Fig. 1: nets reached from selected ports
Drawn at 2 px/um.
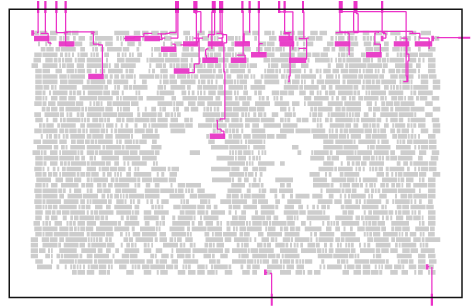
Fig. 2: wiring by layer
Drawn at 1.5 px/um. Only two layers are drawn.
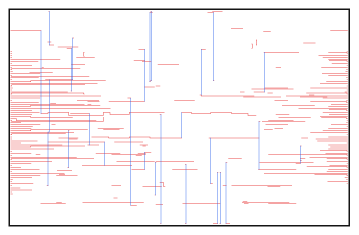
==> src/rtl/tmu2_qpfill_pkg.sv <==
// Shared TMU2 cache-line geometry and refill FSM state type.
// The cache controller and the texel RAM are built around the same line geometry.
package tmu2_qpfill_pkg;

  localparam int unsigned LINE_OFS_BITS  = 5;
  localparam int unsigned BEATS_PER_LINE = 4;
  localparam int unsigned BEAT_W         = 64;
  localparam int unsigned LINE_W         = BEAT_W * BEATS_PER_LINE;
  localparam int unsigned BEAT_CNT_W     = $clog2(BEATS_PER_LINE);

  typedef enum logic [1:0] {
    S_IDLE,
    S_REQ,
    S_DATA,
    S_WRITE
  } state_t;

endpackage

==> src/rtl/tmu2_qpfill.sv <==
// TMU2 texel cache line refill: fetches a 4-beat FML burst, assembles a 256-bit
// line big-endian (beat0 in the MSBs), and writes it to the quad-port RAM once.
module tmu2_qpfill
  import tmu2_qpfill_pkg::*;
#(
  parameter int unsigned depth     = 11,
  parameter int unsigned fml_depth = 26
) (
  input  logic                              sys_clk,
  input  logic                              sys_rst,

  input  logic                              fill_stb,
  input  logic [fml_depth-LINE_OFS_BITS-1:0] fill_adr,
  output logic                              fill_busy,
  output logic                              fill_done,

  output logic [fml_depth-1:0]              fml_adr,
  output logic                              fml_stb,
  input  logic                              fml_ack,
  input  logic [BEAT_W-1:0]                 fml_di,

  output logic                              we,
  output logic [depth-1:0]                  wa,
  output logic [LINE_W-1:0]                 wd
);

  state_t                  r_state;
  state_t                  w_state_nxt;
  logic [BEAT_CNT_W-1:0]   r_cnt;
  logic [BEAT_CNT_W-1:0]   w_cnt_nxt;
  logic                    r_stb;
  logic                    w_stb_nxt;
  logic                    r_busy;
  logic                    w_busy_nxt;
  logic                    r_we;
  logic                    w_we_nxt;
  logic [fml_depth-1:0]    r_fml_adr;
  logic [fml_depth-1:0]    w_fml_adr_nxt;
  logic [depth-1:0]        r_wa;
  logic [depth-1:0]        w_wa_nxt;
  logic [LINE_W-1:0]       r_line;
  logic [LINE_W-1:0]       w_line_nxt;

  // Every output is the next-state of a register, so the FML handshake and the
  // RAM write port see no combinational path through this block.
  always_comb begin
    w_state_nxt   = r_state;
    w_cnt_nxt     = r_cnt;
    w_stb_nxt     = r_stb;
    w_busy_nxt    = r_busy;
    w_we_nxt      = 1'b0;
    w_fml_adr_nxt = r_fml_adr;
    w_wa_nxt      = r_wa;
    w_line_nxt    = r_line;

    unique case (r_state)
      S_IDLE: begin
        if (fill_stb) begin
          w_state_nxt   = S_REQ;
          w_stb_nxt     = 1'b1;
          w_busy_nxt    = 1'b1;
          w_fml_adr_nxt = {fill_adr, {LINE_OFS_BITS{1'b0}}};
          w_wa_nxt      = {fill_adr[depth-LINE_OFS_BITS-1:0], {LINE_OFS_BITS{1'b0}}};
        end
      end
      S_REQ: begin
        if (fml_ack) begin
          w_state_nxt = S_DATA;
          w_stb_nxt   = 1'b0;
          w_cnt_nxt   = '0;
        end
      end
      S_DATA: begin
        // Left shift: the first beat ends up in the most significant 64 bits.
        w_line_nxt = {r_line[LINE_W-BEAT_W-1:0], fml_di};
        w_cnt_nxt  = r_cnt + 1'b1;
        if (r_cnt == BEAT_CNT_W'(BEATS_PER_LINE - 1)) begin
          w_state_nxt = S_WRITE;
          w_we_nxt    = 1'b1;
        end
      end
      S_WRITE: begin
        w_state_nxt = S_IDLE;
        w_busy_nxt  = 1'b0;
      end
      default: begin
        w_state_nxt = S_IDLE;
      end
    endcase
  end

  always_ff @(posedge sys_clk) begin
    if (sys_rst) begin
      r_state   <= S_IDLE;
      r_cnt     <= '0;
      r_stb     <= 1'b0;
      r_busy    <= 1'b0;
      r_we      <= 1'b0;
      r_fml_adr <= '0;
      r_wa      <= '0;
      r_line    <= '0;
    end else begin
      r_state   <= w_state_nxt;
      r_cnt     <= w_cnt_nxt;
      r_stb     <= w_stb_nxt;
      r_busy    <= w_busy_nxt;
      r_we      <= w_we_nxt;
      r_fml_adr <= w_fml_adr_nxt;
      r_wa      <= w_wa_nxt;
      r_line    <= w_line_nxt;
    end
  end

  assign fill_busy = r_busy;
  assign fill_done = r_we;
  assign fml_adr   = r_fml_adr;
  assign fml_stb   = r_stb;
  assign we        = r_we;
  assign wa        = r_wa;
  assign wd        = r_line;

endmodule

==> config.mk <==
export PLATFORM = sky130hd
export DESIGN_NAME = tmu2_qpfill
export DESIGN_NICKNAME = d
export VERILOG_FILES = /design/src/rtl/tmu2_qpfill_pkg.sv /design/src/rtl/tmu2_qpfill.sv
export SDC_FILE = /design/constraint.sdc
export NUM_CORES = 1
export LEC_CHECK = 0
export ABC_AREA = 1
export CORE_ASPECT_RATIO = 0.6
export CORE_MARGIN = 10
export CORE_UTILIZATION = 40
export CTS_BUF_LIST = sky130_fd_sc_hd__clkbuf_4 sky130_fd_sc_hd__clkbuf_8 sky130_fd_sc_hd__clkbuf_16
export DETAILED_ROUTE_END_ITERATION = 8
export GPL_TIMING_DRIVEN = 0
export PLACE_DENSITY_LB_ADDON = 0.1
export SLEW_MARGIN = 20
export SYNTH_ARGS = -nofsm -noshare
export SYNTH_HDL_FRONTEND = slang
export SYNTH_SLANG_ARGS = --single-unit
==> constraint.sdc <==
create_clock -name sys_clk -period 1.3 [get_ports sys_clk]
set_input_delay 0.26 -clock sys_clk [delete_from_list [all_inputs] [get_ports sys_clk]]
set_output_delay 0.26 -clock sys_clk [all_outputs]
set_load 0.03 [all_outputs]
==> ci_impl_report.md <==
### Metrics collected by this job

| Metric | Value |
|---|---|
| Die height | 143 um |
| Met2 Use GR | 39.9% |
| Synthesized registers | 284 |
| Top cell excl fill/tap | nor2_1 |
| Detail Route Antenna Nets | 0 |
| Clock buffer depth | 3 |
| Seq/Total Area, Yosys | 56.0% |
| Pwr Total | 0.0492 W |
| Met3 usage | 8.26% |
| Worst Hold Class | input port to register |
| Cell type with the largest total area | dfxtp_1 |
| Data buffer area share | 37.1% |
| Yosys simple share | 21.6% |
| Area share, top type | 56.0% |
| # Cells Yosys | 1274 |
| Worst-path clk slew | 70 ps |
| Flops | 284 |
| Final min period | 1430 ps |
| Non-clock buffers | 645 |
| Fmax | 700 MHz |
| Logic cell area | 0.00435 mm2 |
| XOR/XNOR Area Share | 0% |
| Syn-to-layout area delta | 84.4% |
| Critical R2R Capture | r_state[0] |
| Failing checks | setup timing |
| Clock buffers | 36 |
| Net Sw Frac | 41.4% |
| Finish-stage setup viols | 284 |
| RSZ-0062 raised after global routing | yes |
| Routed wl met3 | 3910 um |
| Clock Power Share | 16.6% |
| Seq/total area | 32.3% |
| Final WS setup | -129 ps |
| Combinational power | 0.0265 W |
| Top cells excl fill/tap | nor2_1 (441), buf_6 (298), dfxtp_2 (259) |
| Final Core Density | 74.5% |
| Status | finished with violations |
| Crit share post-route | 110% |
| Die Width | 226 um |
| First-pass GRT wire length | 62200 um |
| Setup crit end kind | register |
| Synth Warn # | 0 |
| Crit path kind | register to register |
| Logic pwr share | 53.9% |
| Seq pwr share | 29.5% |
| Die area | 0.0324 mm2 |
| Global route hottest layer | met2 |
| Initial antenna violation count | 1 |
| Postcts setup bufs | 147 |
| Total gr overflow | 0 |
| Final Max Tran Viols | 0 |
| Met1 GRT Util | 31.6% |
| Worst Min Path Start | fml_di[1] |
| Crit-path cells | inv_2 -> ha_4 -> buf_12 -> buf_12 -> buf_12 -> nand2_4 -> nand3_4 -> nor2_1 -> nor2_1 |
| H-tree depth | 1 |
| Worst setup path startpoint | r_state[0] |
| TritonCTS clock tree | yes |
| Core area | 0.0251 mm2 |
| Tapcell Cnt | 329 |
| Detailed Place HPWL | 28800 um |
| Largest net degree at the start of global routing | 16 |
| Hold Crit Depth | 3 |
| Ys flop type | dfxtp_1 |
| Cell kind with the greatest summed area | non-clock buffers |
| Clock network power | 0.00817 W |
| Root Buffer | clkbuf_16 |
| Max Cap Violations | 0 |
| EDFF count, synth | 0 |
| Filler instances | 1783 |
| Total area of sequential cells | 0.00605 mm2 |
| Clock Skew | 12.9 ps |
| Internal Power | 0.0288 W |
| Tool Warnings | 33 |
| Slowest stage cell, crit path | dfxtp_2 |
Back to the opening pictures, Fig. 1:
color	port	bits	direction	end cells	buffers	wire
magenta	fml_adr	26	output	26	26	856 um

Back to the opening pictures, Fig. 2:
color	layer	wire length
blue	met4	914 um
red	met3	3910 um
Tot GR Track Use: 24.7%
total number of vias: 11.0k
Wirelength per Cell: 20.1 um
DRT Wirelength: 44200 um

how the worst max path moves through the flow:
stage                  to  slack, ps  depth (start not counted)
6_report       r_state[0]       -130                          9
5_1_grt          r_cnt[0]       -180                          7
4_1_cts        r_state[0]       -100                         10
3_5_place_dp       wd[34]       -670                          6
3_3_place_gp       wd[31]       -630                          6
2_1_floorplan     wd[193]         -7                          9
metrics by stage:
| step | worst slack [ps] | hold slack (ps) | std cells |
|---|---|---|---|
| CTS | -105 | 273 | 2184 |
| detailed placement | -667 | 469 | 1987 |
| global placement | -633 | 452 | 1987 |
| finish | -129 | 290 | 2198 |
| floorplan | -7.19 | 329 | 1283 |
| global route | -180 | 275 | 2198 |
Power is estimated from default activity; no workload was simulated.
